<file path="config.mk">
export PLATFORM = sky130hd
export DESIGN_NAME = store_align_buffer
export DESIGN_NICKNAME = d
export VERILOG_FILES = /design/src/rtl/arc_pkg.sv /design/src/rtl/store_lane_fmt.sv /design/src/rtl/store_align_buffer.sv
export SDC_FILE = /design/constraint.sdc
export NUM_CORES = 1
export LEC_CHECK = 0
export CAP_MARGIN = 10
export CORE_MARGIN = 10
export CORE_UTILIZATION = 27
export DETAILED_ROUTE_END_ITERATION = 16
export PLACE_DENSITY_LB_ADDON = 0.08
export SYNTH_ARGS = -nofsm -noshare
export SYNTH_HDL_FRONTEND = slang
export SYNTH_SLANG_ARGS = --single-unit
</file>
<file path="constraint.sdc">
create_clock -name clock -period 8.35 [get_ports clock]
set_input_delay 1.67 -clock clock [delete_from_list [all_inputs] [get_ports clock]]
set_output_delay 1.67 -clock clock [all_outputs]
set_load 0.01 [all_outputs]
</file>
<file path="src/rtl/arc_pkg.sv">
// arc_pkg: shared store-path types and constants for the ARC MIPS data memory interface.
package arc_pkg;
   localparam int ADDR_W = 32;
   localparam logic [3:0] BE_ALL = 4'b1111;
   typedef enum logic [1:0] {SZ_BYTE = 2'b00, SZ_HALF = 2'b01, SZ_WORD = 2'b10, SZ_RSVD = 2'b11} st_size_e;
   typedef enum logic [1:0] {OCC_EMPTY, OCC_PARTIAL, OCC_FULL} occ_e;
   typedef struct packed {
      logic [ADDR_W-1:0] addr;
      logic [31:0]       wdata;
      logic [3:0]        be;
   } st_entry_t;
endpackage

</file>
<file path="src/rtl/store_lane_fmt.sv">
// store_lane_fmt: narrows a store value to its size, replicates it across lanes and builds byte enables.
module store_lane_fmt
   import arc_pkg::*;
(
`ifdef STORE_MISALIGN_TRAP_EN
   output logic        misaligned,
`endif
   input  logic [1:0]  addr_lo,
   input  logic [1:0]  size,
   input  logic [31:0] data,
   output logic [31:0] wdata,
   output logic [3:0]  be
);
   always_comb begin
      wdata = size == SZ_BYTE ? {4{data[7:0]}} : size == SZ_HALF ? {2{data[15:0]}} : data;
      be    = size == SZ_BYTE ? 4'b0001 << addr_lo : size == SZ_HALF ? (addr_lo[1] ? 4'b1100 : 4'b0011) : BE_ALL;
`ifdef STORE_MISALIGN_TRAP_EN
      misaligned = size == SZ_HALF ? addr_lo[0] : size == SZ_WORD ? |addr_lo : size == SZ_RSVD;
`endif
   end
endmodule

</file>
<file path="src/rtl/store_align_buffer.sv">
// store_align_buffer: formats MEM-stage stores and queues them for data memory.
// Misaligned-store trapping is enabled by defining STORE_MISALIGN_TRAP_EN.
module store_align_buffer
   import arc_pkg::*;
#(
   parameter int DEPTH = 2,
   parameter int AW    = 32
) (
   input  logic          clock,
   input  logic          reset,
   input  logic          i_st_valid,
   output logic          o_st_ready,
   input  logic [AW-1:0] i_st_addr,
   input  logic [31:0]   i_st_data,
   input  logic [1:0]    i_st_size,
   output logic          o_mem_valid,
   input  logic          i_mem_ready,
   output logic [AW-1:0] o_mem_addr,
   output logic [31:0]   o_mem_wdata,
   output logic [3:0]    o_mem_be,
   output logic          o_exc_ades,
   output logic [AW-1:0] o_exc_badvaddr,
   output logic          o_empty
);
   localparam int PW = $clog2(DEPTH);
   localparam int CW = PW + 1;
   occ_e            occ_q, occ_d;
   logic [CW-1:0]   cnt_q, cnt_d;
   logic [PW-1:0]   wr_q, rd_q;
   st_entry_t       mem_q [DEPTH];
   st_entry_t       ent, head;
   logic [31:0]     fmt_wdata;
   logic [3:0]      fmt_be;
   logic            full, acc, push, pop;
   assign acc = i_st_valid & o_st_ready;
   assign pop = o_mem_valid & i_mem_ready;
`ifdef STORE_MISALIGN_TRAP_EN
   logic mis, ades_q;
   logic [AW-1:0] badv_q;
   store_lane_fmt u_fmt (.misaligned(mis), .addr_lo(i_st_addr[1:0]), .size(i_st_size), .data(i_st_data), .wdata(fmt_wdata), .be(fmt_be));
   assign push = acc & !mis;
   // A misaligned store completes its handshake but is dropped, leaving only the exception.
   always_ff @(posedge clock or posedge reset) begin
      if (reset) begin
         ades_q <= 1'b0;
         badv_q <= '0;
      end else begin
         ades_q <= acc & mis;
         if (acc & mis) badv_q <= i_st_addr;
      end
   end
   assign o_exc_ades = ades_q;
   assign o_exc_badvaddr = badv_q;
`else
   store_lane_fmt u_fmt (.addr_lo(i_st_addr[1:0]), .size(i_st_size), .data(i_st_data), .wdata(fmt_wdata), .be(fmt_be));
   assign push = acc;
   assign o_exc_ades = 1'b0;
   assign o_exc_badvaddr = '0;
`endif
   assign ent = '{addr: ADDR_W'({i_st_addr[AW-1:2], 2'b00}), wdata: fmt_wdata, be: fmt_be};
   always_ff @(posedge clock or posedge reset) begin
      if (reset) begin
         occ_q <= OCC_EMPTY;
         cnt_q <= '0;
         wr_q  <= '0;
         rd_q  <= '0;
      end else begin
         occ_q <= occ_d;
         cnt_q <= cnt_d;
         wr_q  <= wr_q + PW'(push);
         rd_q  <= rd_q + PW'(pop);
      end
   end
   always_comb begin
      cnt_d = cnt_q + CW'(push) - CW'(pop);
      occ_d = cnt_d == '0 ? OCC_EMPTY : cnt_d == CW'(DEPTH) ? OCC_FULL : OCC_PARTIAL;
   end
   always_comb begin
      full        = occ_q == OCC_FULL;
      o_empty     = occ_q == OCC_EMPTY;
      o_mem_valid = !o_empty;
      o_st_ready  = !full & !reset;
   end
   // Storage is cleared on reset so the head outputs read as zero.
   always_ff @(posedge clock or posedge reset) begin
      if (reset) begin
         for (int i = 0; i < DEPTH; i++) mem_q[i] <= '0;
      end else if (push) begin
         mem_q[wr_q] <= ent;
      end
   end
   assign head        = mem_q[rd_q];
   assign o_mem_addr  = head.addr[AW-1:0];
   assign o_mem_wdata = head.wdata;
   assign o_mem_be    = head.be;
endmodule

</file>
### Floorplan with the power grid

Bar = 50 um. Pins as bars on the die edge.
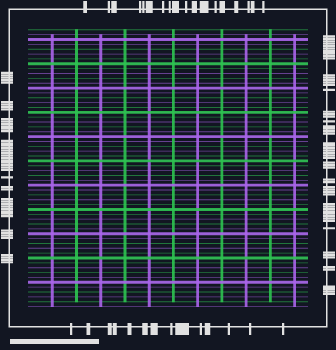
colour	net
green	VDD
purple	VSS
rows	57
met5 straps	11
met4 straps	11
signal pins	174
met1 rails	58

### Placement by cell class

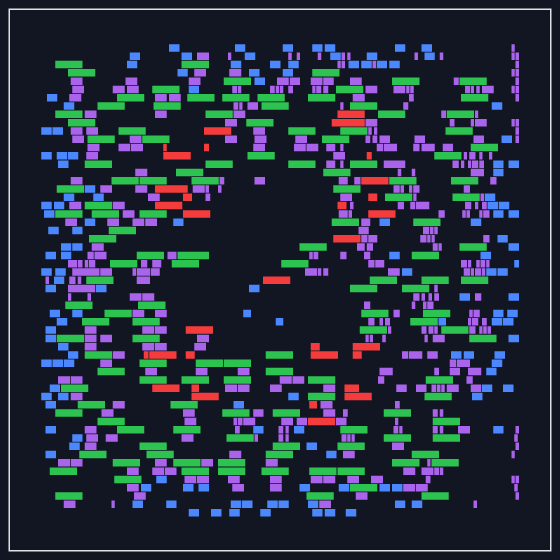
colour	class	cells
red	clock drivers and dummy loads	32
purple	remaining logic cells	380
green	registers	137
blue	remaining buffers and delay cells	141
sequential share of cell area: 0.393
Core Util, Final: 0.359
core area: 24300 sq um

==> results_dict.tcl <==
# collected from the flow reports
set metrics [dict create \
    io_pins 174 \
    r2r_start "cnt_q[0]$_DFF_PP0_" \
    fmax_mhz 216 \
    met3_usage 0.0437 \
    cts_tree "built" \
    power_density_nw_per_um2 390 \
    grt_pass1_wl_um 27700 \
    synth-xor-area-share 0.00395 \
    seqCellArea_sq_um 3430 \
    synth_area_sq_um 6660 \
    synth-edff-count 0 \
    rrSetupSlack_ns 5.70 \
    placed_cells_incl_taps 982 \
    grt_overflow_total 0 \
    synthDistinctLibCells 31 \
    largest_register_ffs 132 \
    top_cell "dfrtp_1" \
    hold_end "mem_q[134]$_DFFE_PP0P_" \
    fp-utilization 0.274 \
    p_seq_frac 0.358 \
    finalClockPeriodUsage 0.555 \
    worstSetupPathType "input port to output port" \
    report.final.hold_viol_count 0 \
    regMostFlops "mem_q" \
    layout_top_cells "clkdlybuf4s50_1 (137), dfrtp_1 (136), mux2_2 (80), mux2_1 (54), nor2_1 (38)" \
    warnings 27 \
    rr_worst_depth 6 \
    yosysTopAreaCell "dfrtp_1" \
    cts_setup_buffers 0 \
    wl_met2_um 7990 \
    ys_seq_frac 0.515 \
    vdd.ir_drop.worst_mv 0.159 \
    worst_setup_path_start_kind "input port" \
    cpLargestDelayFamily "buffers and inverters" \
    status "completed" \
    root_buffer "clkbuf_16" \
    layout.cells.non_filler 1014 \
    area_leaders "dfrtp_1 (52%), mux2_2 (14%), mux2_1 (9.1%)" \
    synth_cells 551 \
    hold_path.startpoint "mem_q[134]$_DFFE_PP0P_" \
    synth-compound-area-share 0.0743 \
    area_delta_synth_final_pct 31.1 \
    dpl_worst_slack_ns 3.70 \
    layout.area.top_class "sequential cells" \
    avgSynthCellArea_sq_um 12.1 \
    setup_viol 0 \
    mi_logic_area_sq_um 2820 \
]
### Routed clock nets over the placement

Bar = 50 um.
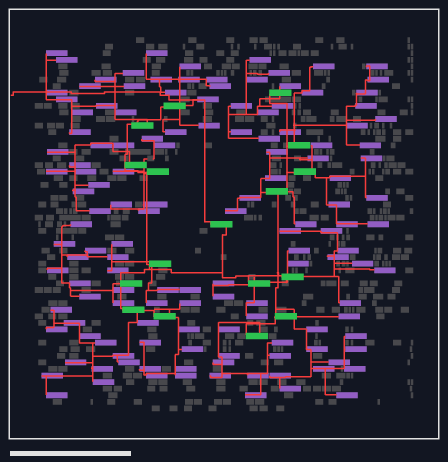
[green] clock-net drivers | count: 17
[purple] flip-flops | count: 137
[red] clock wires | length: 2120 um
flops lie	all over the die
routed clock nets	18
clock-net power: 0.753 mW
insertion delay at the late pin of the worst-skew pair: 0.42 ns
Fin Clk Skew: 0.00810 ns
Clock power frac: 0.221

### Routed metal, one colour a layer

Bar = 50 um.
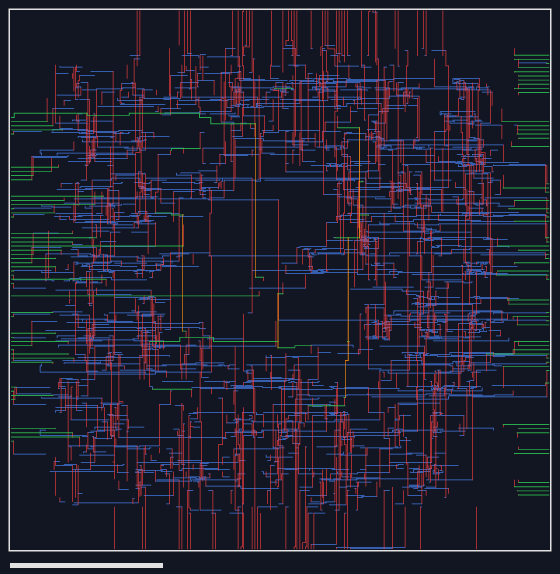
colour	layer	wire length
blue	M1	8240 um
green	M3	1380 um
red	M2	7990 um
orange	M4	195 um
Post-Route WL: 17800 um
GRT Overall Usage: 0.113
WL/cell: 17.6 um

Power is estimated from default activity; no workload was simulated.
